`src/rtl/mult_iter_counter_pkg.sv`:
```
// Shared encodings and defaults for the shift-add multiplier iteration counter and control FSM.
// No logic here: types and constants only, no latency or backpressure involved.
package mult_iter_counter_pkg;

  typedef enum logic [1:0] {
    S_IDLE = 2'd0,
    S_RUN  = 2'd1,
    S_DONE = 2'd2
  } state_t;

  localparam int MULT_WIDTH     = 5;
  localparam int MULT_N_DEFAULT = 8;

endpackage

```
`src/rtl/mult_iter_counter.sv`:
```
// Iteration counter for the shift-add multiplier: K/KPulse from edge Load+Len_r with En held high.
// All outputs registered; En acts as the only throttle (no backpressure), Rst > Load > En.
module mult_iter_counter
  import mult_iter_counter_pkg::*;
#(
  parameter int WIDTH     = MULT_WIDTH,
  parameter int N_DEFAULT = MULT_N_DEFAULT
) (
  input  logic             Clk,
  input  logic             Rst,
  input  logic             Load,
  input  logic             En,
  input  logic [WIDTH-1:0] LenIn,
  input  logic             AutoRld,
  output logic [WIDTH-1:0] Count,
  output logic             Busy,
  output logic             K,
  output logic             KPulse
);

  localparam logic [WIDTH-1:0] N_DEF = WIDTH'(N_DEFAULT);

  state_t           state_q, state_d;
  logic [WIDTH-1:0] count_q, count_d;
  logic [WIDTH-1:0] len_q, len_d;
  logic             k_q, k_d;
  logic             kpulse_q, kpulse_d;

  always_comb begin
    state_d  = state_q;
    count_d  = count_q;
    len_d    = len_q;
    k_d      = k_q;
    kpulse_d = 1'b0;

    if (Load) begin
      // Restart from any state; an aborted run never produces a pulse.
      len_d   = (LenIn == '0) ? N_DEF : LenIn;
      count_d = '0;
      k_d     = 1'b0;
      state_d = S_RUN;
    end else begin
      case (state_q)
        S_IDLE: ;
        S_RUN: begin
          if (En) begin
            if (count_q == (len_q - WIDTH'(1))) begin
              kpulse_d = 1'b1;
              if (AutoRld) begin
                count_d = '0;
              end else begin
                count_d = len_q;
                k_d     = 1'b1;
                state_d = S_DONE;
              end
            end else begin
              count_d = count_q + WIDTH'(1);
            end
          end
        end
        S_DONE: ;
        default: state_d = S_IDLE;
      endcase
    end
  end

  always_ff @(posedge Clk) begin
    if (Rst) begin
      state_q  <= S_IDLE;
      count_q  <= '0;
      len_q    <= N_DEF;
      k_q      <= 1'b0;
      kpulse_q <= 1'b0;
    end else begin
      state_q  <= state_d;
      count_q  <= count_d;
      len_q    <= len_d;
      k_q      <= k_d;
      kpulse_q <= kpulse_d;
    end
  end

  assign Count  = count_q;
  assign Busy   = (state_q == S_RUN);
  assign K      = k_q;
  assign KPulse = kpulse_q;

endmodule

```
`config.mk`:
```
export PLATFORM = sky130hd
export DESIGN_NAME = mult_iter_counter
export DESIGN_NICKNAME = d
export VERILOG_FILES = /design/src/rtl/mult_iter_counter_pkg.sv /design/src/rtl/mult_iter_counter.sv
export SDC_FILE = /design/constraint.sdc
export NUM_CORES = 1
export LEC_CHECK = 0
export CAP_MARGIN = 20
export CORE_AREA = 4 4 46 48
export DETAILED_ROUTE_END_ITERATION = 8
export DIE_AREA = 0 0 50 52
export GPL_TIMING_DRIVEN = 1
export HOLD_SLACK_MARGIN = 0.03
export PLACE_DENSITY = 0.74
export SLEW_MARGIN = 25
export SYNTH_ARGS = -nofsm -noshare
export SYNTH_HDL_FRONTEND = slang
export SYNTH_SLANG_ARGS = --single-unit
```
`constraint.sdc`:
```
create_clock -name Clk -period 2.31 [get_ports Clk]
set_clock_uncertainty 0.05 [all_clocks]
set_input_delay 0.5775 -clock Clk [delete_from_list [all_inputs] [get_ports Clk]]
set_output_delay 0.5775 -clock Clk [all_outputs]
set_load 0.01 [all_outputs]
```
==> images/met1.png <==
Bar = 20 um. Supply wires on this layer in gray.
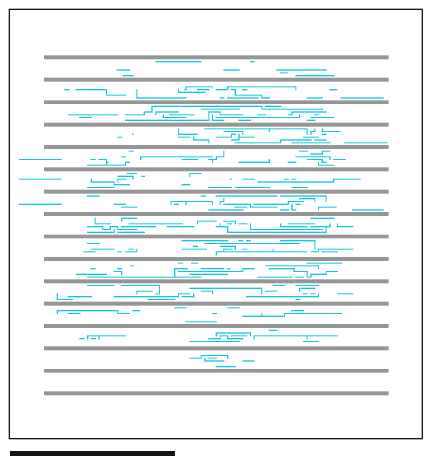
107 nets have wire on it. The wires run mostly horizontal. The layer carries 714 um of wire.
DRT Wirelength: 1650 um
via count: 704

==> images/met2.png <==
Cells faint in the background.
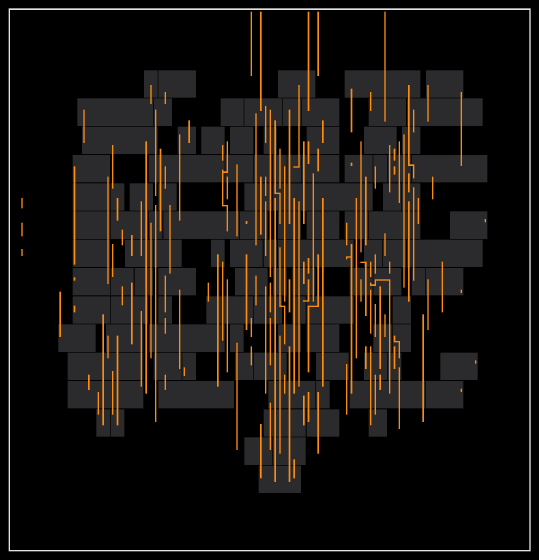
The layer holds 51% of the routed length. The layer carries 834 um of wire. 107 nets have wire on it. The longest straight run is 27.2 um.
met2 Resource Use GR: 26.7%

==> CHANGELOG.md <==
## Flow update

* Outcome: completed
* Ys flops at 14
* Distinct lib cells at 31
* CLK BUF at 4
* Reg-to-Reg Start: len_q[0]$_SDFFE_PP0P_
* Hold Violations, Final at 0
* TAP cells at 25
* Top comb family, area: simple AND/OR/NAND/NOR gates
* Post-synthesis cell count at 91
* Maximum clock path buffer count at 2
* CP cell instances: nor2b_1 -> clkdlybuf4s50_1
* Gp weighted congestion at 0.753
* Largest net degree at the start of global routing at 15
* Hold Path Sink: K$_SDFFE_PP0P_
* Yosys top cell by instances: dfxtp_1
* Critical Path RT at 1.68 ns
* Final Max Slew Viols at 0
* Worst hold stages at 2
* Largest class: multi-input combinational cells
* WP buf/inv at 1
* CP Depth at 2
* Final ANT Viol Nets at 0
* Commonest flop: dfxtp_1
==> images/met3.png <==
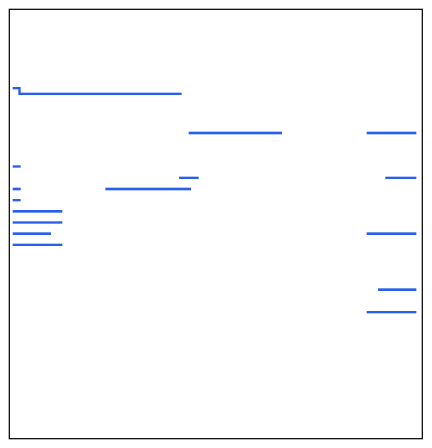
The layer carries 92.9 um of wire. The longest straight run is 19.5 um. The layer holds 5.6% of the routed length. The wires run mostly horizontal. 14 nets have wire on it.
GR Util met3: 5.44%

==> images/wire_density.png <==
10 x 10 tiles, from dark blue (low) to red (high), scaled to the fullest tile. Values are wire area over tile area, all layers added.
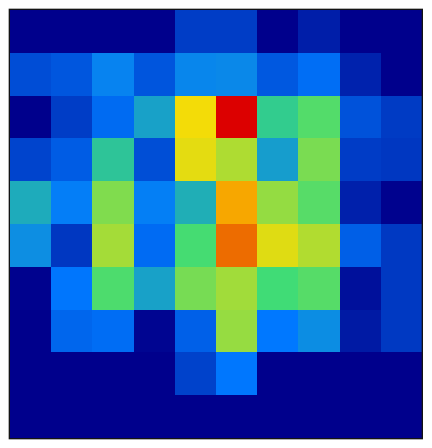
The fullest tile reaches 0.43. The mean over all tiles is 0.10. 31% of the tiles are nearly empty.
Total Routing Usage GR: 14.8%
wire per inst: 12.1 um

